clock_wires.png
Bar = 20 um.
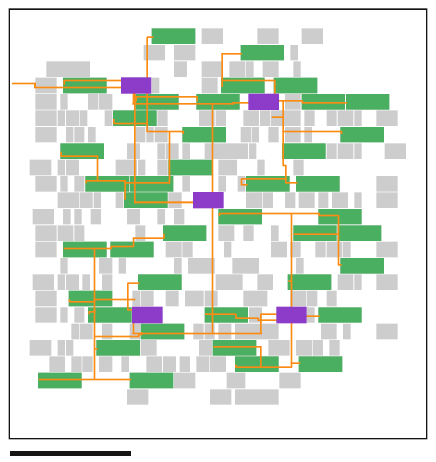
clock_nets.png
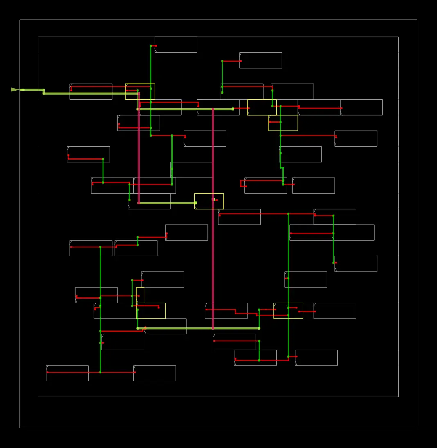
$ cat src/rtl/sub_pkg.sv
// Shared types and sizing helpers for the bit-serial subtractor.
// State encoding and counter-width calculation live here.
package sub_pkg;

    typedef enum logic [1:0] {
        IDLE = 2'd0,
        RUN  = 2'd1,
        DONE = 2'd2
    } state_t;

    localparam int SUB_WIDTH = 8;
    localparam int SUB_CNT_W = $clog2(SUB_WIDTH);

    // Bit-counter width for a given operand width (never below 1).
    function automatic int cnt_width(input int w);
        return (w < 3) ? 1 : $clog2(w);
    endfunction

endpackage

$ cat src/rtl/full_subtractor.sv
// One-bit full subtractor cell: d = x - y - bi, with borrow out.
// Purely combinational; the serial datapath reuses it every cycle.
module full_subtractor (
    input  logic x_i,
    input  logic y_i,
    input  logic bi_i,
    output logic d_o,
    output logic bo_o
);

    assign d_o  = x_i ^ y_i ^ bi_i;
    assign bo_o = (~x_i & y_i) | (~x_i & bi_i) | (y_i & bi_i);

endmodule

$ cat src/rtl/serial_subtractor.sv
// Bit-serial WIDTH-bit subtractor, LSB first, one bit per clock.
// start/done handshake; results held until the next accept.
module serial_subtractor
    import sub_pkg::*;
#(
    parameter int WIDTH = 8
) (
    input  logic             clk,
    input  logic             rst_n,
    input  logic             start,
    input  logic [WIDTH-1:0] a,
    input  logic [WIDTH-1:0] b,
    input  logic             bin,
    output logic             busy,
    output logic             done,
    output logic [WIDTH-1:0] diff,
    output logic             bout,
    output logic             ovf
);

    localparam int CW = cnt_width(WIDTH);

    state_t           state_q;
    logic [WIDTH-1:0] a_sr_q;
    logic [WIDTH-1:0] b_sr_q;
    logic [WIDTH-1:0] r_sr_q;
    logic [WIDTH-1:0] r_sr_d;
    logic [CW-1:0]    cnt_q;
    logic             brw_q;
    logic             busy_q;
    logic             done_q;
    logic [WIDTH-1:0] diff_q;
    logic             bout_q;
    logic             ovf_q;

    logic             cell_d;
    logic             cell_bo;
    logic             last_bit;

    full_subtractor u_fs (
        .x_i  (a_sr_q[0]),
        .y_i  (b_sr_q[0]),
        .bi_i (brw_q),
        .d_o  (cell_d),
        .bo_o (cell_bo)
    );

    assign last_bit = (cnt_q == CW'(WIDTH - 1));

    // Result register after this cycle's bit shifts into the MSB.
    always_comb begin
        r_sr_d = {cell_d, r_sr_q[WIDTH-1:1]};
    end

    // Control FSM, operand/result shifters and registered outputs.
    always_ff @(posedge clk) begin
        if (!rst_n) begin
            state_q <= IDLE;
            a_sr_q  <= '0;
            b_sr_q  <= '0;
            r_sr_q  <= '0;
            cnt_q   <= '0;
            brw_q   <= 1'b0;
            busy_q  <= 1'b0;
            done_q  <= 1'b0;
            diff_q  <= '0;
            bout_q  <= 1'b0;
            ovf_q   <= 1'b0;
        end else begin
            unique case (state_q)
                IDLE, DONE: begin
                    done_q <= 1'b0;
                    if (start) begin
                        a_sr_q  <= a;
                        b_sr_q  <= b;
                        brw_q   <= bin;
                        r_sr_q  <= '0;
                        cnt_q   <= '0;
                        busy_q  <= 1'b1;
                        state_q <= RUN;
                    end else begin
                        state_q <= IDLE;
                    end
                end
                RUN: begin
                    a_sr_q <= a_sr_q >> 1;
                    b_sr_q <= b_sr_q >> 1;
                    r_sr_q <= r_sr_d;
                    brw_q  <= cell_bo;
                    cnt_q  <= cnt_q + CW'(1);
                    if (last_bit) begin
                        // brw_q is the borrow into the MSB here.
                        diff_q  <= r_sr_d;
                        bout_q  <= cell_bo;
                        ovf_q   <= brw_q ^ cell_bo;
                        busy_q  <= 1'b0;
                        done_q  <= 1'b1;
                        cnt_q   <= '0;
                        state_q <= DONE;
                    end
                end
                default: begin
                    busy_q  <= 1'b0;
                    done_q  <= 1'b0;
                    state_q <= IDLE;
                end
            endcase
        end
    end

    assign busy = busy_q;
    assign done = done_q;
    assign diff = diff_q;
    assign bout = bout_q;
    assign ovf  = ovf_q;

endmodule
$ cat config.mk
export PLATFORM = sky130hd
export DESIGN_NAME = serial_subtractor
export DESIGN_NICKNAME = d
export VERILOG_FILES = /design/src/rtl/sub_pkg.sv /design/src/rtl/full_subtractor.sv /design/src/rtl/serial_subtractor.sv
export SDC_FILE = /design/constraint.sdc
export NUM_CORES = 1
export LEC_CHECK = 0
export CORE_AREA = 3 3 66 68
export CTS_BUF_LIST = sky130_fd_sc_hd__clkbuf_8
export CTS_CLUSTER_DIAMETER = 30
export DETAILED_ROUTE_END_ITERATION = 10
export DIE_AREA = 0 0 69 71
export PLACE_DENSITY = 0.67
export REMOVE_ABC_BUFFERS = 1
export SYNTH_ARGS = -nofsm -noshare
export SYNTH_HDL_FRONTEND = slang
export SYNTH_HIERARCHICAL = 1
export SYNTH_SLANG_ARGS = --single-unit
export TNS_END_PERCENT = 5
$ cat constraint.sdc
create_clock -name clk -period 1.75 [get_ports clk]
set_input_delay 0.2625 -clock clk [delete_from_list [all_inputs] [get_ports clk]]
set_output_delay 0.2625 -clock clk [all_outputs]
set_load 0.01 [all_outputs]
==> impl_metrics.json <==
{
  "ctsHoldBuffers": 0,
  "tns_ps": 0,
  "p_total_mw": 1.85,
  "drtPass1Iterations": 2,
  "critPathArrivalTime_ps": 1160,
  "worst-path-stages": 1,
  "num-nets-final": 250,
  "ctsLongestPathBuffers": 2,
  "die_area_um2": 4900,
  "ys_cells": 199,
  "antenna_found_initial": 0,
  "crit_chain": "clkdlybuf4s50_1",
  "fmax_mhz": 705,
  "crit_end": "ovf",
  "max_stage_delay_ps": 530,
  "vias": 1388,
  "simple_gate_area_share_pct": 21.1,
  "grt_overflow": 0,
  "drtIter0Drc": 109,
  "p_int_mw": 1.40,
  "worstSetupPathType": "flop to output port",
  "cp_top_family": "buffers and inverters",
  "status": "finished, final reports clean",
  "synth_cell_types": 29,
  "die_h_um": 71,
  "top_area_cell": "dfxtp_1",
  "startpoint": "ovf$_SDFFE_PN0P_",
  "topCellsByArea": "dfxtp_1 48%, nand2_1 9.8%, a21boi_0 6.1%",
  "routedWlPerCell_um": 11.7,
  "drc": 0,
  "die_w_um": 69,
  "drt_wl_total_um": 3220,
  "p_leak_nw": 0.797,
  "fp-utilization_pct": 44.0,
  "syn_area_per_cell_um2": 8.66
}
-- clock_wires.png (at the start) --
[green] flip-flops | count: 41
[purple] clock-net drivers | count: 5
[orange] clock wires | length: 499 um
routed clock nets: 6
clk_skew: 5.10 ps
clock share of power: 33.3%
Skew-Pair Late Insertion Delay: 290 ps
Power Clock: 0.616 mW

-- clock_nets.png (at the start) --
CTS Buf Count: 5
CTS sink count: 41
Flop Count: 41

[registers in the layout, indices dropped and copies added, names as in the netlist]
register  cells
done          1
a_sr_q        8
state_q       2
cnt_q         3
bout          1
diff          8
brw_q         1
b_sr_q        8
r_sr_q        7
busy          1
ovf           1
[cell usage in the layout, fill, tap and decap left out]
cell,n
nand3_1,21
o21ai_0,15
inv_1,3
a21boi_0,14
nor4b_1,1
a21boi_1,7
buf_12,3
dfxtp_1,41
and3_1,1
nand3b_2,1
mux2i_1,1
and2b_2,1
ha_1,3
fa_1,1
a21oi_1,2
a22oi_1,2
nor3b_1,1
a31oi_1,14
nor2b_1,4
and2_1,1
xor2_1,1
nand2b_1,2
clkbuf_8,6
nand2_1,45
o211a_1,1
buf_4,2
nor2_1,1
clkdlybuf4s50_1,31
[layer usage]
metal	wire length (um)	share of wire, %
met5	0	0
met4	57	1.8
met3	153	4.8
met2	1390	43
met1	1620	50
[synthesized netlist by cell type, types with 3 or more instances]
| library cell | count |
|---|---|
| a21boi_0 | 14 |
| a21boi_1 | 7 |
| a31oi_1 | 14 |
| buf_2 | 4 |
| buf_4 | 3 |
| buf_6 | 3 |
| clkbuf_1 | 5 |
| dfxtp_1 | 41 |
| ha_1 | 3 |
| nand2_1 | 45 |
| nand3_1 | 21 |
| nor2b_1 | 4 |
| o21ai_0 | 15 |
[worst min path at each step]
| stage | endpoint |
|---|---|
| 6_report | diff[1]$_SDFFE_PN0P_ |
| 5_1_grt | diff[3]$_SDFFE_PN0P_ |
| 4_1_cts | a_sr_q[7]$_SDFFE_PN0P_ |
| 3_5_place_dp | a_sr_q[7]$_SDFFE_PN0P_ |
| 3_3_place_gp | diff[1]$_SDFFE_PN0P_ |
| 2_1_floorplan | state_q[0]$_SDFFE_PN0P_ |
[cell families after synthesis]
| logic type | Yosys count |
|---|---|
| xor+xnor | 1 |
| buf+inv | 18 |
| compound gates | 55 |
| flops | 41 |
| mux | 1 |
| fa+ha+maj | 4 |
| simple gates | 79 |
[power by group through the flow]
stage	Clock, mW	Combinational (mW)	Sequential [mW]
after floorplan	0	0.124	1.02
after global placement	0	0.233	1.02
after detailed placement	0	0.235	1.02
after CTS	0.624	0.236	1.00
after global routing	0.670	0.263	1.01
final	0.616	0.233	1.00
[cell type report]
cell class	count	area [um^2]
flip-flops and latches	41	821
clock buffers	6	82.6
inverters	2	7.51
well taps	50	62.6
clock inverters	1	3.75
fillers	403	1760
multi-input cells	140	796
repair buffers	36	385
[stage by stage]
step / cell area (um^2) / util, % / std cells
2_1_floorplan: 1620 / - / 183
3_3_place_gp: 2070 / 52.9 / 269
3_5_place_dp: 2070 / 52.9 / 269
4_1_cts: 2160 / 55.1 / 276
5_1_grt: 2160 / 55.1 / 276
6_report: 2160 / 55.1 / 276
Power figures rest on the tool's default switching activity, not on a simulated workload.
